### src/rtl/rca_config_loader.sv
// rca_config_loader: turns a packetised stream of 32-bit configuration words
// into single-cycle write strobes for the RCA configuration register file.
// A packet is one header word (target RCA, entry count) followed by that many
// entry words (kind, addr, data). All write-side outputs are registered.
module rca_config_loader #(
  parameter int NUM_RCAS           = 4,
  parameter int NUM_READ_PORTS     = 5,
  parameter int NUM_WRITE_PORTS    = 2,
  parameter int GRID_NUM_ROWS      = 4,
  parameter int NUM_GRID_MUXES     = 32,
  parameter int GRID_MUX_INPUTS    = 10,
  parameter int IO_UNIT_MUX_INPUTS = 7
) (
  input  logic                                  clk,
  input  logic                                  rst,
  input  logic                                  in_valid,
  input  logic [31:0]                           in_data,
  output logic                                  in_ready,
  output logic [$clog2(NUM_RCAS)-1:0]           rca_sel,
  output logic                                  cpu_fb_reg_addr_wr_en,
  output logic                                  cpu_nfb_reg_addr_wr_en,
  output logic [$clog2(NUM_READ_PORTS)-1:0]     cpu_port_sel,
  output logic                                  cpu_src_dest_port,
  output logic [4:0]                            cpu_reg_addr,
  output logic [$clog2(NUM_GRID_MUXES)-1:0]     grid_mux_addr,
  output logic                                  grid_mux_wr_en,
  output logic [$clog2(GRID_MUX_INPUTS)-1:0]    new_grid_mux_sel,
  output logic [$clog2(GRID_NUM_ROWS)-1:0]      io_mux_addr,
  output logic                                  io_mux_wr_en,
  output logic [$clog2(IO_UNIT_MUX_INPUTS)-1:0] new_io_mux_sel,
  output logic [$clog2(NUM_WRITE_PORTS)-1:0]    rca_result_mux_addr,
  output logic                                  rca_result_mux_wr_en,
  output logic [$clog2(GRID_NUM_ROWS)-1:0]      new_rca_result_mux_sel,
  output logic                                  rca_io_inp_use_wr_en,
  output logic [GRID_NUM_ROWS-1:0]              new_rca_io_inp_use,
  output logic                                  busy,
  output logic                                  done,
  output logic                                  error
);

  localparam int RCA_W  = $clog2(NUM_RCAS);
  localparam int PORT_W = $clog2(NUM_READ_PORTS);
  localparam int GMA_W  = $clog2(NUM_GRID_MUXES);
  localparam int GMS_W  = $clog2(GRID_MUX_INPUTS);
  localparam int IOA_W  = $clog2(GRID_NUM_ROWS);
  localparam int IOS_W  = $clog2(IO_UNIT_MUX_INPUTS);
  localparam int RMA_W  = $clog2(NUM_WRITE_PORTS);
  localparam int RMS_W  = $clog2(GRID_NUM_ROWS);

  typedef enum logic [0:0] {
    ST_IDLE = 1'b0,
    ST_LOAD = 1'b1
  } state_t;

  state_t      r_state;
  logic [7:0]  r_count;
  logic        r_rca_bad;

  logic        w_hdr_acc;
  logic        w_ent_acc;
  logic        w_last_ent;
  logic        w_hdr_bad_rca;
  logic [3:0]  w_kind;
  logic [11:0] w_addr;
  logic [15:0] w_data;
  logic        w_fb_src_ok;
  logic        w_fb_dst_ok;
  logic        w_nfb_ok;
  logic        w_grid_ok;
  logic        w_io_ok;
  logic        w_res_ok;
  logic        w_use_ok;
  logic        w_ent_bad;
  logic        w_issue;
  logic        w_nxt_load;
  logic        w_nxt_any_strobe;

  // Both states take a word every cycle; only reset holds the stream off.
  assign in_ready = ~rst;

  assign w_hdr_acc     = in_valid & in_ready & (r_state == ST_IDLE);
  assign w_ent_acc     = in_valid & in_ready & (r_state == ST_LOAD);
  assign w_last_ent    = w_ent_acc & (r_count == 8'd1);
  assign w_hdr_bad_rca = (in_data[7:0] >= 8'(NUM_RCAS));
  assign w_kind        = in_data[3:0];
  assign w_addr        = in_data[15:4];
  assign w_data        = in_data[31:16];
  // Entries of a packet aimed at a non-existent RCA are swallowed silently.
  assign w_issue       = w_ent_acc & ~r_rca_bad;

  // Decode the entry kind and range-check its addr/data fields.
  always_comb begin
    w_fb_src_ok = 1'b0;
    w_fb_dst_ok = 1'b0;
    w_nfb_ok    = 1'b0;
    w_grid_ok   = 1'b0;
    w_io_ok     = 1'b0;
    w_res_ok    = 1'b0;
    w_use_ok    = 1'b0;
    w_ent_bad   = 1'b0;
    case (w_kind)
      4'd0: begin
        if (w_addr < 12'(NUM_READ_PORTS)) w_fb_src_ok = 1'b1;
        else                              w_ent_bad   = 1'b1;
      end
      4'd1: begin
        if (w_addr < 12'(NUM_WRITE_PORTS)) w_fb_dst_ok = 1'b1;
        else                               w_ent_bad   = 1'b1;
      end
      4'd2: begin
        if (w_addr < 12'(NUM_WRITE_PORTS)) w_nfb_ok  = 1'b1;
        else                               w_ent_bad = 1'b1;
      end
      4'd3: begin
        if ((w_addr < 12'(NUM_GRID_MUXES)) && (w_data < 16'(GRID_MUX_INPUTS))) w_grid_ok = 1'b1;
        else                                                                   w_ent_bad = 1'b1;
      end
      4'd4: begin
        if ((w_addr < 12'(GRID_NUM_ROWS)) && (w_data < 16'(IO_UNIT_MUX_INPUTS))) w_io_ok   = 1'b1;
        else                                                                     w_ent_bad = 1'b1;
      end
      4'd5: begin
        if ((w_addr < 12'(NUM_WRITE_PORTS)) && (w_data < 16'(GRID_NUM_ROWS))) w_res_ok  = 1'b1;
        else                                                                  w_ent_bad = 1'b1;
      end
      4'd6:    w_use_ok  = 1'b1;
      default: w_ent_bad = 1'b1;
    endcase
  end

  // Next-cycle view of busy: still loading, or a strobe about to fire.
  always_comb begin
    w_nxt_any_strobe = w_issue & (w_fb_src_ok | w_fb_dst_ok | w_nfb_ok | w_grid_ok |
                                  w_io_ok | w_res_ok | w_use_ok);
    if (r_state == ST_LOAD) begin
      w_nxt_load = ~w_last_ent;
    end else begin
      w_nxt_load = w_hdr_acc & (in_data[15:8] != 8'd0);
    end
  end

  // Packet sequencer plus all registered write-side outputs.
  always_ff @(posedge clk) begin
    if (rst) begin
      r_state                <= ST_IDLE;
      r_count                <= 8'd0;
      r_rca_bad              <= 1'b0;
      rca_sel                <= '0;
      cpu_fb_reg_addr_wr_en  <= 1'b0;
      cpu_nfb_reg_addr_wr_en <= 1'b0;
      cpu_port_sel           <= '0;
      cpu_src_dest_port      <= 1'b0;
      cpu_reg_addr           <= 5'd0;
      grid_mux_addr          <= '0;
      grid_mux_wr_en         <= 1'b0;
      new_grid_mux_sel       <= '0;
      io_mux_addr            <= '0;
      io_mux_wr_en           <= 1'b0;
      new_io_mux_sel         <= '0;
      rca_result_mux_addr    <= '0;
      rca_result_mux_wr_en   <= 1'b0;
      new_rca_result_mux_sel <= '0;
      rca_io_inp_use_wr_en   <= 1'b0;
      new_rca_io_inp_use     <= '0;
      busy                   <= 1'b0;
      done                   <= 1'b0;
      error                  <= 1'b0;
    end else begin
      cpu_fb_reg_addr_wr_en  <= w_issue & (w_fb_src_ok | w_fb_dst_ok);
      cpu_nfb_reg_addr_wr_en <= w_issue & w_nfb_ok;
      grid_mux_wr_en         <= w_issue & w_grid_ok;
      io_mux_wr_en           <= w_issue & w_io_ok;
      rca_result_mux_wr_en   <= w_issue & w_res_ok;
      rca_io_inp_use_wr_en   <= w_issue & w_use_ok;
      busy                   <= w_nxt_load | w_nxt_any_strobe;
      done                   <= 1'b0;

      case (r_state)
        ST_IDLE: begin
          if (w_hdr_acc) begin
            rca_sel   <= in_data[RCA_W-1:0];
            r_count   <= in_data[15:8];
            r_rca_bad <= w_hdr_bad_rca;
            error     <= w_hdr_bad_rca;
            if (in_data[15:8] == 8'd0) begin
              done <= 1'b1;
            end else begin
              r_state <= ST_LOAD;
            end
          end
        end
        ST_LOAD: begin
          if (w_ent_acc) begin
            r_count <= r_count - 8'd1;
            if (w_ent_bad) begin
              error <= 1'b1;
            end
            if (w_last_ent) begin
              r_state <= ST_IDLE;
              done    <= 1'b1;
            end
          end
        end
        default: r_state <= ST_IDLE;
      endcase

      // Address/data fields only move when their strobe fires; otherwise hold.
      if (w_issue & (w_fb_src_ok | w_fb_dst_ok | w_nfb_ok)) begin
        cpu_port_sel      <= w_addr[PORT_W-1:0];
        cpu_src_dest_port <= ~w_fb_src_ok;
        cpu_reg_addr      <= w_data[4:0];
      end
      if (w_issue & w_grid_ok) begin
        grid_mux_addr    <= w_addr[GMA_W-1:0];
        new_grid_mux_sel <= w_data[GMS_W-1:0];
      end
      if (w_issue & w_io_ok) begin
        io_mux_addr    <= w_addr[IOA_W-1:0];
        new_io_mux_sel <= w_data[IOS_W-1:0];
      end
      if (w_issue & w_res_ok) begin
        rca_result_mux_addr    <= w_addr[RMA_W-1:0];
        new_rca_result_mux_sel <= w_data[RMS_W-1:0];
      end
      if (w_issue & w_use_ok) begin
        new_rca_io_inp_use <= w_data[GRID_NUM_ROWS-1:0];
      end
    end
  end

endmodule

### config.mk
export PLATFORM = sky130hd
export DESIGN_NAME = rca_config_loader
export DESIGN_NICKNAME = d
export VERILOG_FILES = /design/src/rtl/rca_config_loader.sv
export SDC_FILE = /design/constraint.sdc
export NUM_CORES = 1
export LEC_CHECK = 0
export ABC_AREA = 1
export CAP_MARGIN = 10
export CORE_MARGIN = 2
export CORE_UTILIZATION = 41
export CTS_CLUSTER_SIZE = 14
export DETAILED_ROUTE_END_ITERATION = 6
export GPL_TIMING_DRIVEN = 0
export PLACE_DENSITY = 0.76
export SYNTH_ARGS = -nofsm -noshare
export SYNTH_HDL_FRONTEND = slang
export SYNTH_SLANG_ARGS = --single-unit
### constraint.sdc
create_clock -name clk -period 1.25 [get_ports clk]
set_input_delay 0.1875 -clock clk [delete_from_list [all_inputs] [get_ports clk]]
set_output_delay 0.1875 -clock clk [all_outputs]
set_load 0.05 [all_outputs]
==> results.yml <==
# yosys + openroad results
outcome:
  status: "finished, violations left"
  violations: "setup timing"
final_layout:
  layout.area.comb_um2: 1350
  drive_above_1_share_pct: 40.3
  nonClkBufAreaFrac_pct: 23.1
yosys:
  ys_sh_simple_pct: 27.8
  syn_inst: 313
  synth_area_per_cell_um2: 7.36
  async_flop_share_pct: 0
pwr:
  switching_power_w: 0.000980
  p_int_w: 0.00229
  leakage_nw: 1.63
  powerComb_w: 0.000540
placed_design:
  io_buffer_count: 75
timing:
  rsz0062_at_grt: "true"
  setup_slack_ns: -0.0270
  tightest_slew_ns: 0.432
  setup_viol: 7
clocking:
  cts_root_buf: "clkbuf_8"
  cts_resized: 244
  numCtsBuffers: 5
floorplan:
  die-width_um: 79.0
  io_pins: 77
global_route:
  grtUsageMet2_pct: 34.7
  gr-total-overflow: 0
  grt_pass1_wl_um: 10700
  grt_start_max_net_pins: 19
critical_path:
  r2r-start: "r_state$_SDFF_PP0_"
  cp_slowest_cell: "dfxtp_4"
  crit_end: "cpu_port_sel[1]$_SDFFE_PP0P_"
routing:
  routed_via_density: 5.06
==> images/final_congestion.png <==
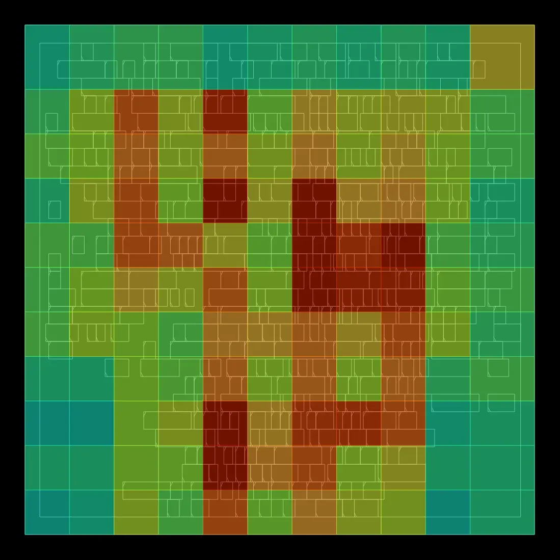
met3 global-route usage: 3.52%
GR Util met1: 29.5%

==> images/metal_stack.png <==
The bar under the picture is 20 um long.
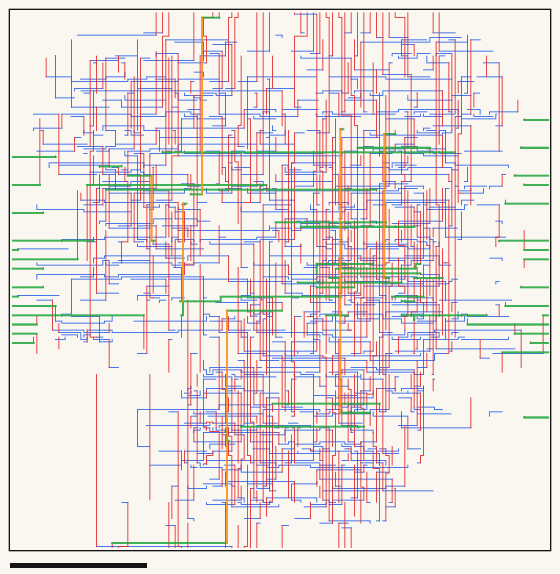
legend:
  met1:
    color: blue
    wire_length: 2990 um
  met4:
    color: orange
    wire_length: 146 um
  met3:
    color: green
    wire_length: 496 um
  met2:
    color: red
    wire_length: 3510 um
vias after detailed routing: 2500
Routed WL: 7150 um

==> images/gate_families.png <==
The bar under the picture is 20 um long.
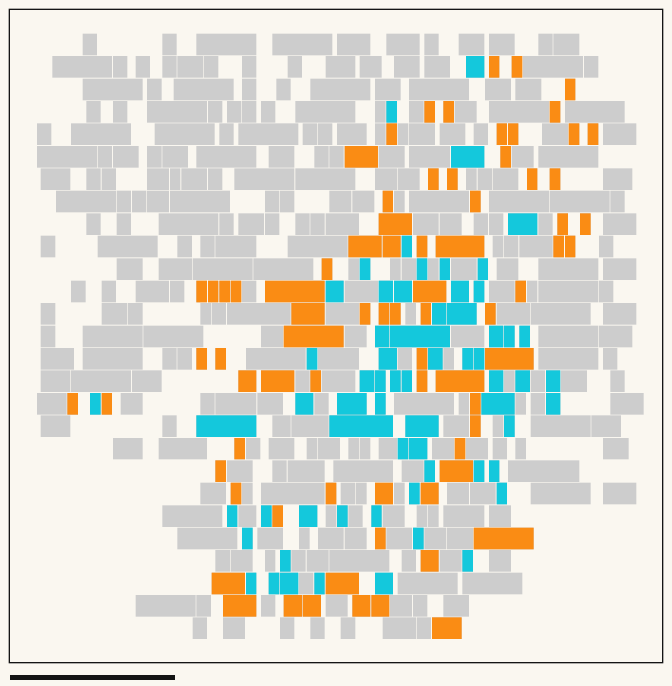
legend:
  NOR gates:
    color: orange
    cells: 76
    most_used: nor2_1
  NAND gates:
    color: cyan
    cells: 64
    most_used: nand2_1
logic share of the area: 37.9%
dominant logic cell type in the layout: nor2_1
Final Non-Filler Cells: 494

==> images/density.png <==
8 x 8 tiles, from dark blue (low) to red (high), 0 to 100% covered.
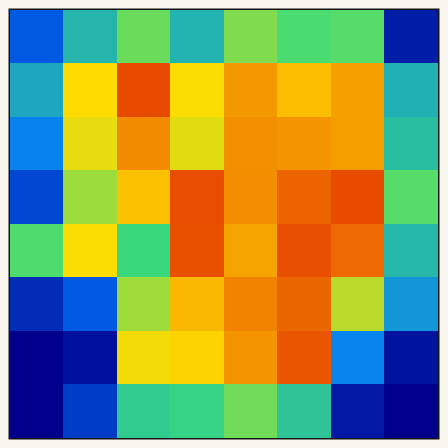
emptiest ninth of the die: bottom left
mean over tiles: 56%
nearly empty tiles: 4.7%
Final Util: 65.3%
floorplan utilization: 42.1%
core area: 5470 um2

==> images/clock_map.png <==
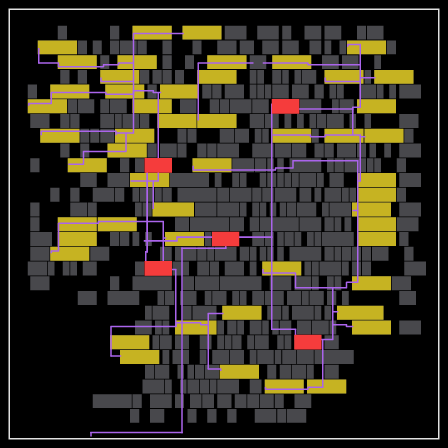
legend:
  flip-flops:
    color: yellow
    count: 51
  clock wires:
    color: purple
    length: 615 um
  cells driving clock nets:
    color: red
    count: 5
routed clock nets: 6
flops lie: widely spread

Power figures rest on the tool's default switching activity, not on a simulated workload.
